==> config.mk <==
export PLATFORM = sky130hd
export DESIGN_NAME = can_rx_fifo_ctrl
export DESIGN_NICKNAME = d
export VERILOG_FILES = /design/src/rtl/can_rx_pkg.sv /design/src/rtl/can_rx_stage_buf.sv /design/src/rtl/can_rx_fifo_ctrl.sv
export SDC_FILE = /design/constraint.sdc
export NUM_CORES = 1
export LEC_CHECK = 0
export CORE_ASPECT_RATIO = 1.75
export CORE_MARGIN = 5
export CORE_UTILIZATION = 48
export CTS_CLUSTER_DIAMETER = 80
export CTS_CLUSTER_SIZE = 8
export DETAILED_ROUTE_END_ITERATION = 6
export GPL_TIMING_DRIVEN = 0
export PLACE_DENSITY = 0.63
export SLEW_MARGIN = 25
export SYNTH_ARGS = -nofsm -noshare
export SYNTH_HDL_FRONTEND = slang
export SYNTH_HIERARCHICAL = 1
export SYNTH_SLANG_ARGS = --single-unit
==> constraint.sdc <==
create_clock -name clk -period 5.8 [get_ports clk]
set_clock_uncertainty 0.15 [all_clocks]
set_input_delay 0.58 -clock clk [delete_from_list [all_inputs] [get_ports clk]]
set_output_delay 0.58 -clock clk [all_outputs]
set_load 0.1 [all_outputs]
==> src/rtl/can_rx_pkg.sv <==
// Shared types and helpers for the CAN receive FIFO write-side controller.
package can_rx_pkg;

  typedef enum logic [1:0] {
    IDLE  = 2'd0,
    HDR   = 2'd1,
    DATA  = 2'd2,
    BURST = 2'd3
  } state_e;

  localparam int unsigned HDR_WORDS = 2;

  // First FIFO word of every message; dlc lands in bits 31:28, trunc in bit 22.
  typedef struct packed {
    logic [3:0]  dlc;
    logic        fdf;
    logic        brs;
    logic        esi;
    logic        ide;
    logic        rtr;
    logic        trunc;
    logic [21:0] rsvd;
  } word0_t;

  // Payload length for a DLC; classic frames never exceed 8 bytes.
  function automatic logic [6:0] dlc_to_bytes(input logic [3:0] dlc, input logic fdf);
    logic [6:0] n;
    if (dlc <= 4'd8) begin
      n = 7'(dlc);
    end else if (!fdf) begin
      n = 7'd8;
    end else begin
      case (dlc)
        4'd9:    n = 7'd12;
        4'd10:   n = 7'd16;
        4'd11:   n = 7'd20;
        4'd12:   n = 7'd24;
        4'd13:   n = 7'd32;
        4'd14:   n = 7'd48;
        default: n = 7'd64;
      endcase
    end
    return n;
  endfunction

endpackage

==> src/rtl/can_rx_stage_buf.sv <==
// Staging buffer for one frame's data: byte-addressed write, word read, one-cycle clear.
module can_rx_stage_buf #(
  parameter int unsigned DEPTH = 13
) (
  input  logic        clk,
  input  logic        clr_i,
  input  logic        we_i,
  input  logic [5:0]  byte_addr_i,
  input  logic [7:0]  byte_i,
  input  logic [3:0]  rd_idx_i,
  output logic [31:0] rd_word_o
);

  logic [31:0] mem_q [DEPTH];

  // Contents are don't-care after reset; every frame starts with a clear.
  always_ff @(posedge clk) begin
    if (clr_i) begin
      for (int i = 0; i < int'(DEPTH); i++) begin
        mem_q[i] <= '0;
      end
    end else if (we_i && (32'(byte_addr_i[5:2]) < DEPTH)) begin
      mem_q[byte_addr_i[5:2]][{byte_addr_i[1:0], 3'b000} +: 8] <= byte_i;
    end
  end

  assign rd_word_o = (32'(rd_idx_i) < DEPTH) ? mem_q[rd_idx_i] : 32'd0;

endmodule

==> src/rtl/can_rx_fifo_ctrl.sv <==
// Receive FIFO write sequencer: stages a frame, bursts it into the FIFO on accept,
// and spaces host release commands into FIFO release pulses.
module can_rx_fifo_ctrl
  import can_rx_pkg::*;
#(
  parameter int unsigned MAX_DATA_WORDS = 13,
  parameter int unsigned DROP_CNT_W     = 8
) (
  input  logic                  clk,
  input  logic                  rst,
  input  logic                  reset_mode_i,
  input  logic                  frame_start_i,
  input  logic                  hdr_valid_i,
  input  logic [28:0]           hdr_id_i,
  input  logic                  hdr_ide_i,
  input  logic                  hdr_rtr_i,
  input  logic                  hdr_fdf_i,
  input  logic                  hdr_brs_i,
  input  logic                  hdr_esi_i,
  input  logic [3:0]            hdr_dlc_i,
  input  logic                  byte_valid_i,
  input  logic [7:0]            byte_data_i,
  input  logic                  frame_ok_i,
  input  logic                  frame_err_i,
  input  logic                  accept_i,
  input  logic                  release_cmd_i,
  input  logic                  info_empty_i,
  output logic                  fifo_wr_o,
  output logic [31:0]           fifo_data_o,
  output logic                  release_buffer_o,
  output logic                  rx_busy_o,
  output logic                  stored_o,
  output logic [DROP_CNT_W-1:0] drop_cnt_o
);

  localparam int unsigned MAX_BYTES = 4 * MAX_DATA_WORDS;

  state_e                state_q, state_d;
  logic [6:0]            byte_cnt_q, byte_cnt_d;
  logic [6:0]            nbytes_q, nbytes_d;
  logic [3:0]            total_q, total_d;
  logic [3:0]            idx_q, idx_d;
  word0_t                word0_q, word0_d;
  logic [28:0]           id_q, id_d;
  logic                  fifo_wr_q, fifo_wr_d;
  logic [31:0]           fifo_data_q, fifo_data_d;
  logic                  stored_q, stored_d;
  logic                  rx_busy_q;
  logic [DROP_CNT_W-1:0] drop_q, drop_d;
  logic                  pending_q, pending_d;
  logic                  release_q, release_d;

  logic                  buf_clr_c, buf_we_c;
  logic [31:0]           rd_word_c;
  logic [6:0]            hdr_nbytes_c, hdr_ndw_c;

  can_rx_stage_buf #(.DEPTH(MAX_DATA_WORDS)) u_stage_buf (
    .clk         (clk),
    .clr_i       (buf_clr_c),
    .we_i        (buf_we_c),
    .byte_addr_i (byte_cnt_q[5:0]),
    .byte_i      (byte_data_i),
    .rd_idx_i    (idx_q - 4'(HDR_WORDS)),
    .rd_word_o   (rd_word_c)
  );

  // Header-derived payload size and number of stored data words.
  always_comb begin
    hdr_nbytes_c = hdr_rtr_i ? 7'd0 : dlc_to_bytes(hdr_dlc_i, hdr_fdf_i);
    hdr_ndw_c    = (hdr_nbytes_c + 7'd3) >> 2;
    if (hdr_ndw_c > 7'(MAX_DATA_WORDS)) begin
      hdr_ndw_c = 7'(MAX_DATA_WORDS);
    end
  end

  always_comb begin
    state_d     = state_q;
    byte_cnt_d  = byte_cnt_q;
    nbytes_d    = nbytes_q;
    total_d     = total_q;
    idx_d       = idx_q;
    word0_d     = word0_q;
    id_d        = id_q;
    fifo_wr_d   = 1'b0;
    fifo_data_d = 32'd0;
    stored_d    = 1'b0;
    drop_d      = drop_q;
    buf_clr_c   = 1'b0;
    buf_we_c    = (state_q == DATA) && byte_valid_i && (byte_cnt_q < nbytes_q) &&
                  (byte_cnt_q < 7'(MAX_BYTES));

    case (state_q)
      IDLE: begin
        if (frame_start_i) begin
          buf_clr_c  = 1'b1;
          byte_cnt_d = 7'd0;
          state_d    = HDR;
        end
      end
      HDR: begin
        if (frame_start_i) begin
          buf_clr_c  = 1'b1;
          byte_cnt_d = 7'd0;
        end else if (frame_err_i || frame_ok_i) begin
          state_d = IDLE;
        end else if (hdr_valid_i) begin
          word0_d  = '{dlc: hdr_dlc_i, fdf: hdr_fdf_i, brs: hdr_brs_i, esi: hdr_esi_i,
                       ide: hdr_ide_i, rtr: hdr_rtr_i,
                       trunc: (hdr_nbytes_c > 7'(MAX_BYTES)), rsvd: 22'd0};
          id_d     = hdr_id_i;
          nbytes_d = hdr_nbytes_c;
          total_d  = 4'(7'(HDR_WORDS) + hdr_ndw_c);
          state_d  = DATA;
        end
      end
      DATA: begin
        if (frame_start_i) begin
          buf_clr_c  = 1'b1;
          byte_cnt_d = 7'd0;
          state_d    = HDR;
        end else if (frame_err_i) begin
          state_d = IDLE;
        end else if (frame_ok_i) begin
          if (accept_i) begin
            // Word 0 goes out on the frame_ok edge; the rest follow back to back.
            fifo_wr_d   = 1'b1;
            fifo_data_d = word0_q;
            idx_d       = 4'd1;
            state_d     = BURST;
          end else begin
            state_d = IDLE;
          end
        end else if (byte_valid_i && (byte_cnt_q != 7'd64)) begin
          byte_cnt_d = byte_cnt_q + 7'd1;
        end
      end
      BURST: begin
        if (frame_start_i && (drop_q != '1)) begin
          drop_d = drop_q + 1'b1;
        end
        if (idx_q < total_q) begin
          fifo_wr_d   = 1'b1;
          fifo_data_d = (idx_q == 4'd1) ? {3'b000, id_q} : rd_word_c;
          idx_d       = idx_q + 4'd1;
        end else begin
          stored_d = 1'b1;
          state_d  = IDLE;
        end
      end
      default: state_d = IDLE;
    endcase

    // Release pulses are spaced by at least one idle cycle so the FIFO count settles.
    release_d = pending_q && !info_empty_i && !release_q;
    if (release_d || (pending_q && info_empty_i)) begin
      pending_d = release_cmd_i;
    end else begin
      pending_d = pending_q || release_cmd_i;
    end

    if (reset_mode_i) begin
      state_d     = IDLE;
      fifo_wr_d   = 1'b0;
      fifo_data_d = 32'd0;
      stored_d    = 1'b0;
      drop_d      = drop_q;
      pending_d   = 1'b0;
      release_d   = 1'b0;
    end
  end

  always_ff @(posedge clk or posedge rst) begin
    if (rst) begin
      state_q     <= IDLE;
      byte_cnt_q  <= 7'd0;
      nbytes_q    <= 7'd0;
      total_q     <= 4'd0;
      idx_q       <= 4'd0;
      word0_q     <= '0;
      id_q        <= 29'd0;
      fifo_wr_q   <= 1'b0;
      fifo_data_q <= 32'd0;
      stored_q    <= 1'b0;
      rx_busy_q   <= 1'b0;
      drop_q      <= '0;
      pending_q   <= 1'b0;
      release_q   <= 1'b0;
    end else begin
      state_q     <= state_d;
      byte_cnt_q  <= byte_cnt_d;
      nbytes_q    <= nbytes_d;
      total_q     <= total_d;
      idx_q       <= idx_d;
      word0_q     <= word0_d;
      id_q        <= id_d;
      fifo_wr_q   <= fifo_wr_d;
      fifo_data_q <= fifo_data_d;
      stored_q    <= stored_d;
      rx_busy_q   <= (state_d != IDLE);
      drop_q      <= drop_d;
      pending_q   <= pending_d;
      release_q   <= release_d;
    end
  end

  assign fifo_wr_o        = fifo_wr_q;
  assign fifo_data_o      = fifo_data_q;
  assign release_buffer_o = release_q;
  assign rx_busy_o        = rx_busy_q;
  assign stored_o         = stored_q;
  assign drop_cnt_o       = drop_q;

endmodule

**Run 1: cell sizes after repair**

(2 px per µm)
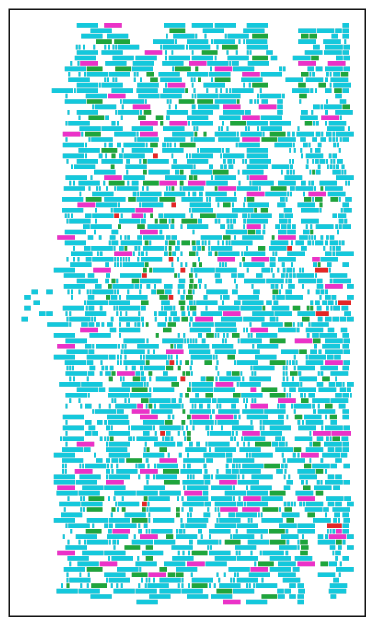
legend:
  x2:
    colour: green
    cells: 229
    share: 11%
  x3 and x4:
    colour: red
    cells: 16
    share: 0.79%
  x6 and larger:
    colour: magenta
    cells: 85
    share: 4.2%
  x1 and smaller:
    colour: cyan
    cells: 1708
    share: 84%

**Run 1: selected gate families**

(2 px per µm)
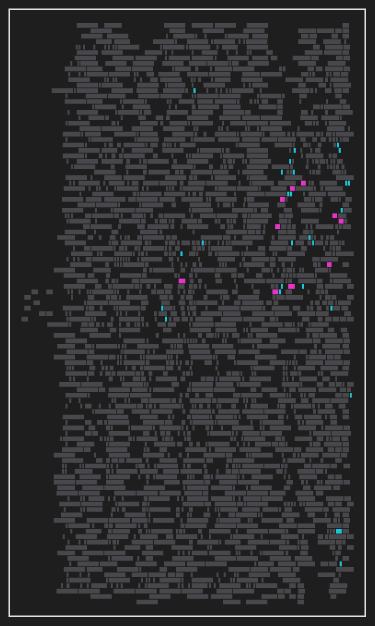
legend:
  non-inverting ao/oa cells:
    colour: magenta
    cells: 10
  inv cells:
    colour: cyan
    cells: 26

**Run 1: metal 3**

(1 px per µm)
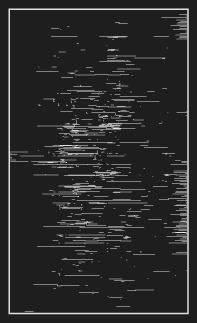
longest straight run: 64.4 µm
share of all routed wire: 6.9%
main direction: horizontal
wire length on this layer: 5050 µm

==> CHANGELOG.md, run 1 <==
### Implementation results

- Die width: 177.3 µm
- Worst reg2reg path endpoint: fifo_data_o[15]
- Synth Warn #: 6
- Fin crit share: 68.91%
- WHS: 0.2044 ns
- Flop-to-flop setup slack: 1.80 ns
- Status: finished, violations left
- Detailed placer's ending HPWL: 53290 µm
- Top cell area share: 53.26%
- RSZ-0062 raised after global routing: no
- Critical Path AT: 4.31 ns
- CTS Hold Bufs: 0
- Area Overhead vs Synth: 16.79%
- WL final: 73510 µm
- Gate count of the mapped netlist: 1837
- Top pwr grp: sequential cells
- Clock transition at the registers of the reported paths: 0.05 ns
- Crit path launch type: flip-flop
- Critical path class: reg2reg
- Antenna viol nets, final: 0
- Fraction of layout instances using a drive strength above 1: 16.19%
- Failing checks: design-rule violations
- Max-cap violations: 0
- Routability cong.: 0.9248
- Post-synthesis sequential area ratio: 64.75%
- Drt drc: 1
- Syn nets: 1916
- Clock Tree Root: clkbuf_16
- Largest net degree at the start of global routing: 74
- Fp_density: 48.38%
- Endpoints failing setup: 0
- Vias per inst: 5.919
- Worst setup margin: 1.803 ns
- WL/cell: 27.28 µm
- Hold Crit Class: in2async
- Power in the clock group: 3.96 mW
- Cell Pwr Density: 314.3 nW/µm²
- Clock tree buffer depth: 3
- Num CTS Buffers: 75
- # rows: 107
## run 1: area by class of cell
type / count / area, µm² / area share [%]
Multi-Input combinational cell: 1176 / 7720 / 28.11
Timing Repair Buffer: 98 / 993.5 / 3.618
Clock inverter: 5 / 58.81 / 0.2142
Antenna cell: 3 / 7.507 / 0.02734
Clock buffer: 98 / 2027 / 7.382
Sequential cell: 525 / 15220 / 55.45
Tap cell: 654 / 818.3 / 2.980
Inverter: 26 / 102.6 / 0.3736
Buffer: 110 / 506.7 / 1.845
## run 1: routing by layer
layer | GRT usage (%) | wire, µm
met2 | 49.24 | 38610
met5 | 0 | 0
met3 | 5.261 | 5053
met1 | 28.66 | 23950
met4 | 19.10 | 5901
## run 1: how the worst max path moves through the flow
stage                                           to     startpoint  slack, ns
after detailed placement  u_stage_buf/mem_q[1][24]  frame_start_i       1.77
after CTS                           fifo_data_o[3]       idx_q[1]       1.87
after global routing                fifo_data_o[4]       idx_q[2]       1.74
final                              fifo_data_o[15]       idx_q[1]       1.80
after floorplan                      byte_cnt_q[0]            rst       2.22
after global placement                    id_q[24]            rst       0.62
## run 1: state kept, by name, summed over array words and instances, names as in the netlist
register,cells
nbytes_q,7
fifo_data_o,32
byte_cnt_q,7
release_buffer_o,1
fifo_wr_o,1
id_q,29
rx_busy_o,1
stored_o,1
total_q,4
pending_q,1
idx_q,4
u_stage_buf/mem_q,417
state_q,2
drop_cnt_o,8
word0_q,10
## run 1: worst max-delay path, cell delays in order, from the launching register on
cell and delay (ns):
dfrtp_1 0.43, inv_1 0.11, ha_1 0.21, xor2_1 0.41, buf_2 0.44, clkbuf_1 0.86
mux4_2 0.46, o21ai_0 0.34, nand3_1 0.21, nand2_1 0.15, a21oi_1 0.09
## run 1: Yosys cell counts, types with 3 or more instances
cell	n
ha_1	22
a21oi_1	44
inv_1	26
nor3b_4	3
nand3_1	24
nor3b_1	3
a21o_1	4
nor4bb_1	4
edfxtp_1	417
xor2_1	8
nor3b_2	3
nand2_2	40
o21ai_0	47
a211oi_1	4
nor2_1	445
a22oi_1	21
nor3_1	16
nor2b_1	4
clkbuf_1	61
nand3b_1	4
buf_2	37
mux4_2	58
mux2i_1	58
nand4_1	3
and2_1	6
nand2_1	150
buf_4	10
xnor2_1	7
o21a_1	3
a221oi_1	32
mux2_2	77
dfrtp_1	108
nand2b_1	58
## run 1: cells by family (layout without fill, tap and decap cells)
family                   Yosys count  in the layout  synth area share [%]
buffers and inverters            136            337                 2.565
multiplexers                     193            193                 11.71
adder cells (fa/ha/maj)           22             22                 1.171
flip-flops                       525            525                 64.75
other                              1              4               0.01595
AND/OR/NAND/NOR                  777            777                 14.62
XOR/XNOR                          15             15                0.5588
AND-OR/OR-AND                    168            168                 4.603
## run 1: per-stage QoR
stage / utilization, % / std cells / cell area (µm²) / power, mW
after CTS: 56.48 / 2692 / 27450 / 8.690
after detailed placement: 52.18 / 2589 / 25360 / 4.740
final: 56.50 / 2695 / 27460 / 8.629
after global routing: 56.49 / 2692 / 27450 / 8.889
after floorplan: - / 1837 / 23510 / 4.549
after global placement: 52.02 / 2586 / 25280 / 4.718
**Run 1: met2 routing**

(1 px per µm) Cells faint in the background.
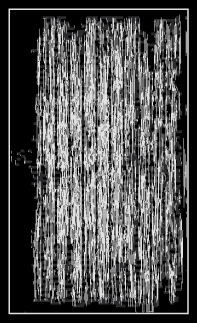

==> run 2, diff against run 1 <==
==> constraint.sdc (replaced) <==
create_clock -name clk -period 3.8 [get_ports clk]
set_clock_uncertainty 0.15 [all_clocks]
set_input_delay 0.38 -clock clk [delete_from_list [all_inputs] [get_ports clk]]
set_output_delay 0.38 -clock clk [all_outputs]
set_load 0.1 [all_outputs]
**Run 2: met2 routing**

(1 px per µm) Cells faint in the background.
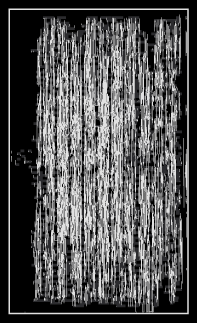
share of all routed wire: 52%
wire length on this layer: 38.4 mm
longest straight run: 119 µm
main direction: vertical
nets with wire on the layer: 1862

**Run 2: selected gate families**

(2 px per µm)
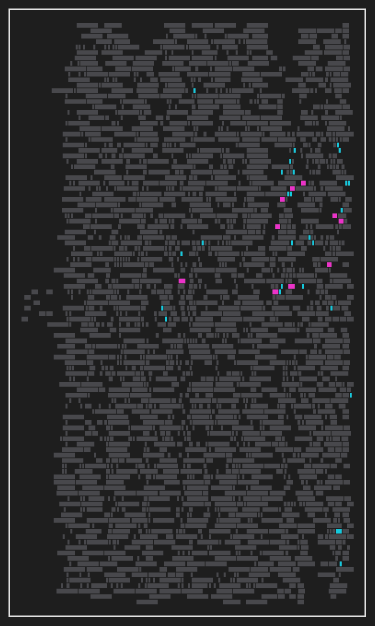
legend:
  inv cells:
    colour: cyan
    cells: 26
  non-inverting ao/oa cells:
    colour: magenta
    cells: 10

==> CHANGELOG.md, run 2 <==
### Implementation results

- Die width: 177.3 µm
- Antenna viol nets, final: 0
- Endpoints failing setup: 0
- Critical Path AT: 4.02 ns
- Synth Warn #: 6
- Worst Setup SP: idx_q[1]
- Fin crit share: 97.84%
- Xor+xnor area frac: 0.5588%
- RSZ-0062 raised after global routing: no
- Adder-cell share of the synthesized area: 1.171%
- Non-Filler Instances: 2694
- Clock Tree Root: clkbuf_16
- DP Cell Count: 2589
- Multiplexer share: 11.71%
- Num CTS Buffers: 75
- Design Area, Final: 27470 µm²
- WL final: 73710 µm
- WL/cell: 27.36 µm
- Critical path class: reg2reg
- AO/OA Area Share: 4.603%
- Status: complete, no violations
- Fraction of layout instances using a drive strength above 1: 16.53%
- Hold Crit Class: in2reg
- Crit path launch type: flip-flop
- Post-synthesis sequential area ratio: 64.75%
- Basic Gates by Area: 14.62%
- Max-cap violations: 0
- Worst reg2reg path endpoint: fifo_data_o[3]
- Syn nets: 1916
- Most frequent cells after synthesis: nor2_1, edfxtp_1, nand2_1
- Largest logic family: simple AND/OR/NAND/NOR gates
- Gate count of the mapped netlist: 1837
- Clock tree buffer depth: 3
- Max reg flops: 417
- Largest net degree at the start of global routing: 74
-- run 2: cell counts after synthesis --
No cell type changed its count.
-- run 2: worst max-delay path by stage --
stage | endpoint | slack (ns) | cells past startpoint
final | fifo_data_o[3] | 0.08 | 10
after global routing | u_stage_buf/mem_q[4][12] | 0.006 | 10
after CTS | u_stage_buf/mem_q[1][24] | 0.03 | 10
after detailed placement | fifo_data_o[3] | -0.13 | 10
after global placement | id_q[24] | -1.18 | 2
after floorplan | byte_cnt_q[0] | 0.42 | 1
-- run 2: worst max-delay path: stages (launching register included) --
cell and delay, ns:
dfrtp_1 0.43, inv_1 0.11, ha_1 0.21, xor2_1 0.43
buf_2 0.45, clkbuf_2 0.46, mux4_2 0.44, o21ai_0 0.26
nand3_1 0.29, nand2_1 0.25, a21oi_1 0.09
-- run 2: final cells by class --
class	count	area, µm²
Fill cell	4055	21130
Sequential cell	525	15230
Multi-Input combinational cell	1176	7725
Clock buffer	98	2027
Timing Repair Buffer	99	998.5
Tap cell	654	818.3
Buffer	110	513.0
Inverter	26	102.6
Clock inverter	5	58.81
Antenna cell	1	2.502
-- run 2: timing repair --
| item | CTS | global route |
|---|---|---|
| gates resized | 2 | 8 |
| endpoints found under the hold margin | 29 | 0 |
| hold buffers | 1 | 0 |
| endpoints found under the setup margin | 8 | 325 |
| gates cloned | 0 | 0 |
-- run 2: power by group through the flow --
stage / Sequential, mW / Combinational [mW] / Clock [mW]
after CTS: 6.52 / 0.617 / 6.13
after detailed placement: 6.62 / 0.613 / 0
after global routing: 6.53 / 0.655 / 6.38
final: 6.52 / 0.619 / 6.04
after floorplan: 6.59 / 0.350 / 0
after global placement: 6.61 / 0.596 / 0
-- run 2: metal layers --
layer  routed length, µm  part of all wire [%]  GRT usage [%]
met1               23990                    33          28.68
met3                5264                   7.1          5.285
met5                   0                     0              0
met2               38400                    52          49.19
met4                6060                   8.2          19.24
-- run 2: cell families (layout without fill, tap and decap cells) --
logic type	after synthesis	count (layout)
compound gates	168	168
xor+xnor	15	15
fa+ha+maj	22	22
buf+inv	136	338
flops	525	525
mux	193	193
other cells	1	2
simple gates	777	777
-- run 2: through the flow --
step           hold slack [ns]  utilization [%]  setup slack [ns]  TNS [ns]
2_1_floorplan           0.2932                -            0.4244         0
3_5_place_dp            0.3134            52.18           -0.1274   -0.8191
5_1_grt                 0.1004            56.52          0.006025         0
3_3_place_gp            0.2972            52.02            -1.178   -125.04
4_1_cts                0.05471            56.50           0.02791         0
6_report               0.07738            56.53           0.08221         0
No activity file was given, so power comes from the tool's default toggle rates.
